Design alu_sched, sky130hd; sources not shown.
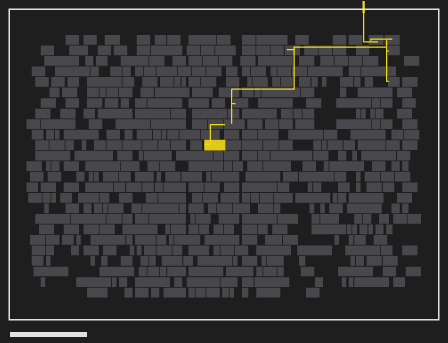
*I/O nets highlighted, run 1*
The bar under the picture is 20 µm long.
| colour | port | bits | direction | end cells | wire |
|---|---|---|---|---|---|
| yellow | `sched_bypass_b` | 1 | output | 1 | 102 µm |
Boundary Pins: 107
number of buffers added on ports: 106

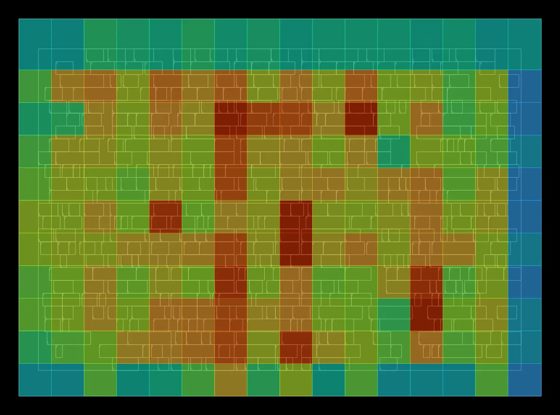
*Congestion heat map, run 1*
met2 GRT Util: 30.75%
total global-route track usage: 20.28%

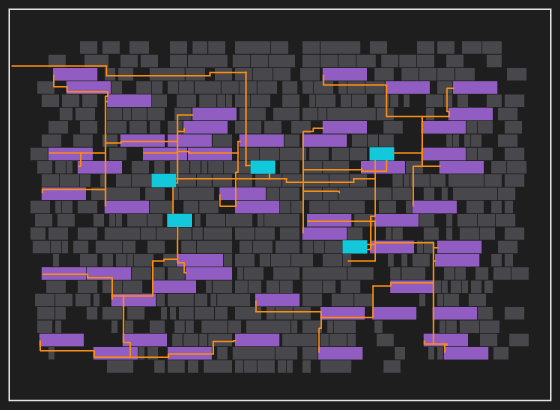
*Clock network drawn from the DEF, run 1*
[purple] flip-flops | count: 52
[cyan] cells driving clock nets | count: 5
[orange] clock wires | length: 670 µm
flops lie: widely spread
routed clock nets: 6
P_clk: 0.920 mW
Late-Pin Clk Latency: 0.30 ns
clock power share: 19.3%
Max Clock Skew: 0.003116 ns

==> results.ini, run 1 <==
[synthesis]
top_logic_kind = simple AND/OR/NAND/NOR gates
async_reset_ff_share_pct = 100.0
most_common_cell = nand2_1
yosysUniqueCellTypes = 31
yosysTopAreaCellShare_pct = 50.51
fp_nets = 348

[status]
violations = setup timing
status = complete, but fails checks

[sta]
finalCritPeriodShare_pct = 124.7
setup-tns-final_ns = -23.15
finalSetupViolations = 96
worst_slack_ns = -0.3954
rsz0062_at_grt = yes

[pwr]
pwr-share-comb_pct = 43.7
vdd_drop_max_mv = 0.4732
p_per_area_nw_per_um2 = 894.5
sequentialPowerShare_pct = 37.0

[die]
tap-cell-count = 94
fp.dieW_um = 110.5

[detailed_routing]
wl_met3_um = 794
top_layer_used = met4
first_pass_iters = 4

[setup_path]
worstSetupPathType = register to primary output
cp_cell_sequence = buf_6, nor2b_4, buf_8, o21a_4, buf_8, buf_6, and2_4, buf_6
r2r_cells = 7
cp_max_fo = 5
cpLargestDelayFamily = buffers and inverters

[final_layout]
clk_share_pct = 2.095
area_delta_synth_final_pct = 106.3

[place]
post-dp-hpwl_um = 5453

[min_path]
hold_class = input pin to asynchronous set/reset pin

[cts]
cts_resized = 356

[global_routing]
grt_pass1_vias = 2706

[run]
maxCapViolCount = 0

### Where the registers sit, run 1

Other sequential cells in the stronger grey, the rest of the logic in the fainter grey.
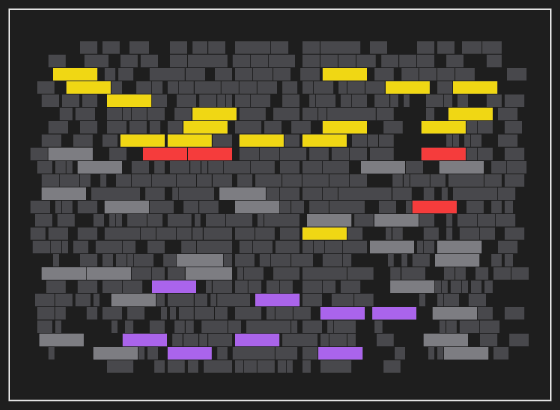

--- run 2 (diff from run 1) ---
--- a/config.mk
+++ b/config.mk
@@ -11,7 +11,6 @@
 export CTS_CLUSTER_DIAMETER = 200
 export CTS_CLUSTER_SIZE = 8
 export DETAILED_ROUTE_END_ITERATION = 16
-export GPL_TIMING_DRIVEN = 0
 export PLACE_DENSITY_LB_ADDON = 0.1
 export SETUP_SLACK_MARGIN = 0.2
 export SLEW_MARGIN = 20
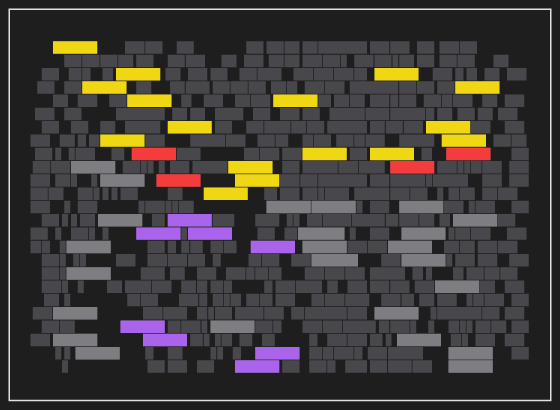
*Where the registers sit, run 2*
Other sequential cells in the stronger grey, the rest of the logic in the fainter grey.
| colour | signal | flops |
|---|---|---|
| purple | `wcnt_q` | 8 |
| yellow | `t16_q` | 16 |
| red | `op_q` | 4 |
not coloured: 24
Seq area share: 24.46%
P_seq: 1.78 mW

==> run 2 against run 1 <==
  * The flow still finishes with violations (setup timing)
  * Worst setup slack better by 0.12 ns
  * Global-route usage down 1.1 points
  * Critical path depth down 2
  * Worst hold slack worse by 0.19 ns
  * Via count hardly changed
  * Die size did not move
  * Sequential share of layout area down 0.093 points
  * Maximum frequency grew 6.3%
  * Design area is 0.28% higher
  * Count of clock-buffer cells in the layout rose by 3
  * Critical endpoint unchanged
  * Largest cell class unchanged
==> results.ini, run 2 <==
[status]
status = complete, but fails checks  ; unchanged
violations = setup timing  ; unchanged

[detailed_routing]
top_layer_used = met5  ; was met4
wl_met3_um = 539  ; was 794 µm
first_pass_iters = 4  ; unchanged
wl_met2_um = 4359  ; was 4341 µm

[final_layout]
area_delta_synth_final_pct = 106.9  ; was 106.3%
drive_above_1_share_pct = 53.96  ; was 55.87%
clk_share_pct = 1.690  ; was 2.095%

[pwr]
vdd_drop_max_mv = 0.4364  ; was 0.4732 mV
p_clk_mw = 0.798  ; was 0.920 mW
p_per_area_nw_per_um2 = 877.6  ; was 894.5 nW/µm²
pwr-share-comb_pct = 45.0  ; was 43.7%
sequentialPowerShare_pct = 38.0  ; was 37.0%

[cts]
tritoncts = done  ; unchanged
cts_root_buf = clkbuf_8  ; unchanged
clk_latency_ns = 0.31  ; was 0.30 ns
cts_resized = 323  ; was 356

[synthesis]
yosysUniqueCellTypes = 31  ; unchanged
most_common_cell = nand2_1  ; unchanged
async_reset_ff_share_pct = 100.0  ; unchanged
fp_nets = 348  ; unchanged
top_logic_kind = simple AND/OR/NAND/NOR gates  ; unchanged
syn_avg_cell_area_um2 = 9.008  ; unchanged
yosysTopAreaCellShare_pct = 50.51  ; unchanged

[global_routing]
grt_pass1_vias = 2744  ; was 2,706
overflow = 0  ; unchanged
track_usage_pct = 19.16  ; was 20.28%
gr-usage-met2_pct = 32.26  ; was 30.75%

[place]
post-dp-hpwl_um = 5491  ; was 5453 µm

[setup_path]
worstSetupPathType = register to primary output  ; unchanged
cp_cell_sequence = nor2b_4, o21a_4, buf_6, buf_12, and2_4, buf_6  ; was buf_6, nor2b_4, buf_8, o21a_4, buf_8, buf_6, and2_4, buf_6
cp_max_fo = 5  ; unchanged

[die]
fp.dieW_um = 110.5  ; unchanged
dieHeight_um = 79.78  ; unchanged
io_pins = 107  ; unchanged

[sta]
final.setup_skew_ns = 0.003566  ; was 0.003116 ns
finalSetupViolations = 70  ; was 96
rsz0062_at_grt = yes  ; unchanged
finalCritPeriodShare_pct = 117.3  ; was 124.7%
worst_slack_ns = -0.2766  ; was -0.3954 ns

[run]
maxCapViolCount = 0  ; unchanged

[min_path]
hold_class = input pin to asynchronous set/reset pin  ; unchanged

--- run 3 (diff from run 2) ---
--- a/config.mk
+++ b/config.mk
@@ -8,7 +8,6 @@
 export CORE_ASPECT_RATIO = 0.7
 export CORE_MARGIN = 4
 export CORE_UTILIZATION = 35
-export CTS_CLUSTER_DIAMETER = 200
 export CTS_CLUSTER_SIZE = 8
 export DETAILED_ROUTE_END_ITERATION = 16
 export PLACE_DENSITY_LB_ADDON = 0.1
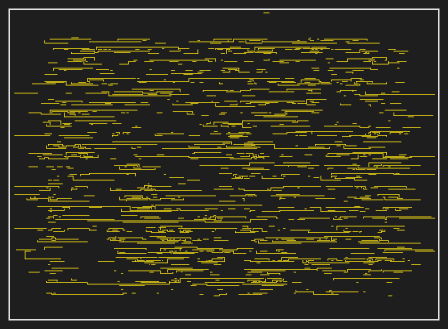
*M1 wires, run 3*
wire length on this layer: 3,840 µm
longest straight run: 30.8 µm
main direction: horizontal
nets with wire on the layer: 462
via count: 2,674
Total Wirelength: 8954 µm
grt met1 use: 23.97%

==> run 3 against run 2 <==
  * The flow still finishes with violations (setup timing)
  * Register-to-register slack about the same
  * Power unchanged
  * Maximum frequency unchanged
  * Wire length unchanged
  * Flip-flop count unchanged
  * Clock skew unchanged
  * Core utilization unchanged
  * Critical path depth unchanged
  * Via count unchanged
  * Worst setup slack unchanged
  * Design area unchanged
  * Area after synthesis unchanged
  * Highest routed layer unchanged
==> results.ini, run 3 <==
[setup_path]
cp_cell_sequence = nor2b_4, o21a_4, buf_6, buf_12, and2_4, buf_6  ; unchanged
cpLargestDelayFamily = flip-flops  ; unchanged
worstSetupPathType = register to primary output  ; unchanged
cp_max_fo = 5  ; unchanged
crit_top_cell = buf_6  ; unchanged
crit_path_end_kind = primary output  ; unchanged
r2r_cells = 5  ; unchanged

[pwr]
pwr-share-clk_pct = 17.1  ; about the same
p_clk_mw = 0.798  ; about the same
pwr-share-comb_pct = 45.0  ; about the same
sequentialPowerShare_pct = 38.0  ; about the same
vdd_drop_max_mv = 0.4364  ; unchanged

[sta]
rsz0062_at_grt = yes  ; unchanged
worstMarginPinSlew_ns = 0.3371  ; unchanged
finalSetupViolations = 70  ; unchanged
final.setup_skew_ns = 0.003566  ; unchanged
setup-tns-final_ns = -14.56  ; unchanged
worst_slack_ns = -0.2766  ; unchanged
finalCritPeriodShare_pct = 117.3  ; unchanged

[place]
post-dp-hpwl_um = 5491  ; unchanged
port_buffers = 106  ; unchanged

[global_routing]
track_usage_pct = 19.16  ; unchanged
overflow = 0  ; unchanged
gr-max-usage-layer = met2  ; unchanged
grt_pass1_vias = 2744  ; unchanged
gr-usage-met2_pct = 32.26  ; unchanged

[final_layout]
seq-cell-share_pct = 24.46  ; unchanged
drive_above_1_share_pct = 53.96  ; unchanged
clk_share_pct = 1.690  ; unchanged
area_delta_synth_final_pct = 106.9  ; unchanged

[cts]
cts_resized = 323  ; unchanged
cts_root_buf = clkbuf_8  ; unchanged
tritoncts = done  ; unchanged
clk_latency_ns = 0.31  ; about the same

[die]
io_pins = 107  ; unchanged
dieHeight_um = 79.78  ; unchanged
tap-cell-count = 94  ; unchanged
fp.dieW_um = 110.5  ; unchanged

[synthesis]
top_logic_kind = simple AND/OR/NAND/NOR gates  ; unchanged
yosysUniqueCellTypes = 31  ; unchanged
fp_nets = 348  ; unchanged
most_common_cell = nand2_1  ; unchanged

[detailed_routing]
wl_met3_um = 539  ; unchanged
wl_met2_um = 4359  ; unchanged
first_pass_iters = 4  ; unchanged

[run]
maxCapViolCount = 0  ; unchanged

[min_path]
hold_class = input pin to asynchronous set/reset pin  ; unchanged

[status]
status = complete, but fails checks  ; unchanged
violations = setup timing  ; unchanged

No activity file was given, so power comes from the tool's default toggle rates.
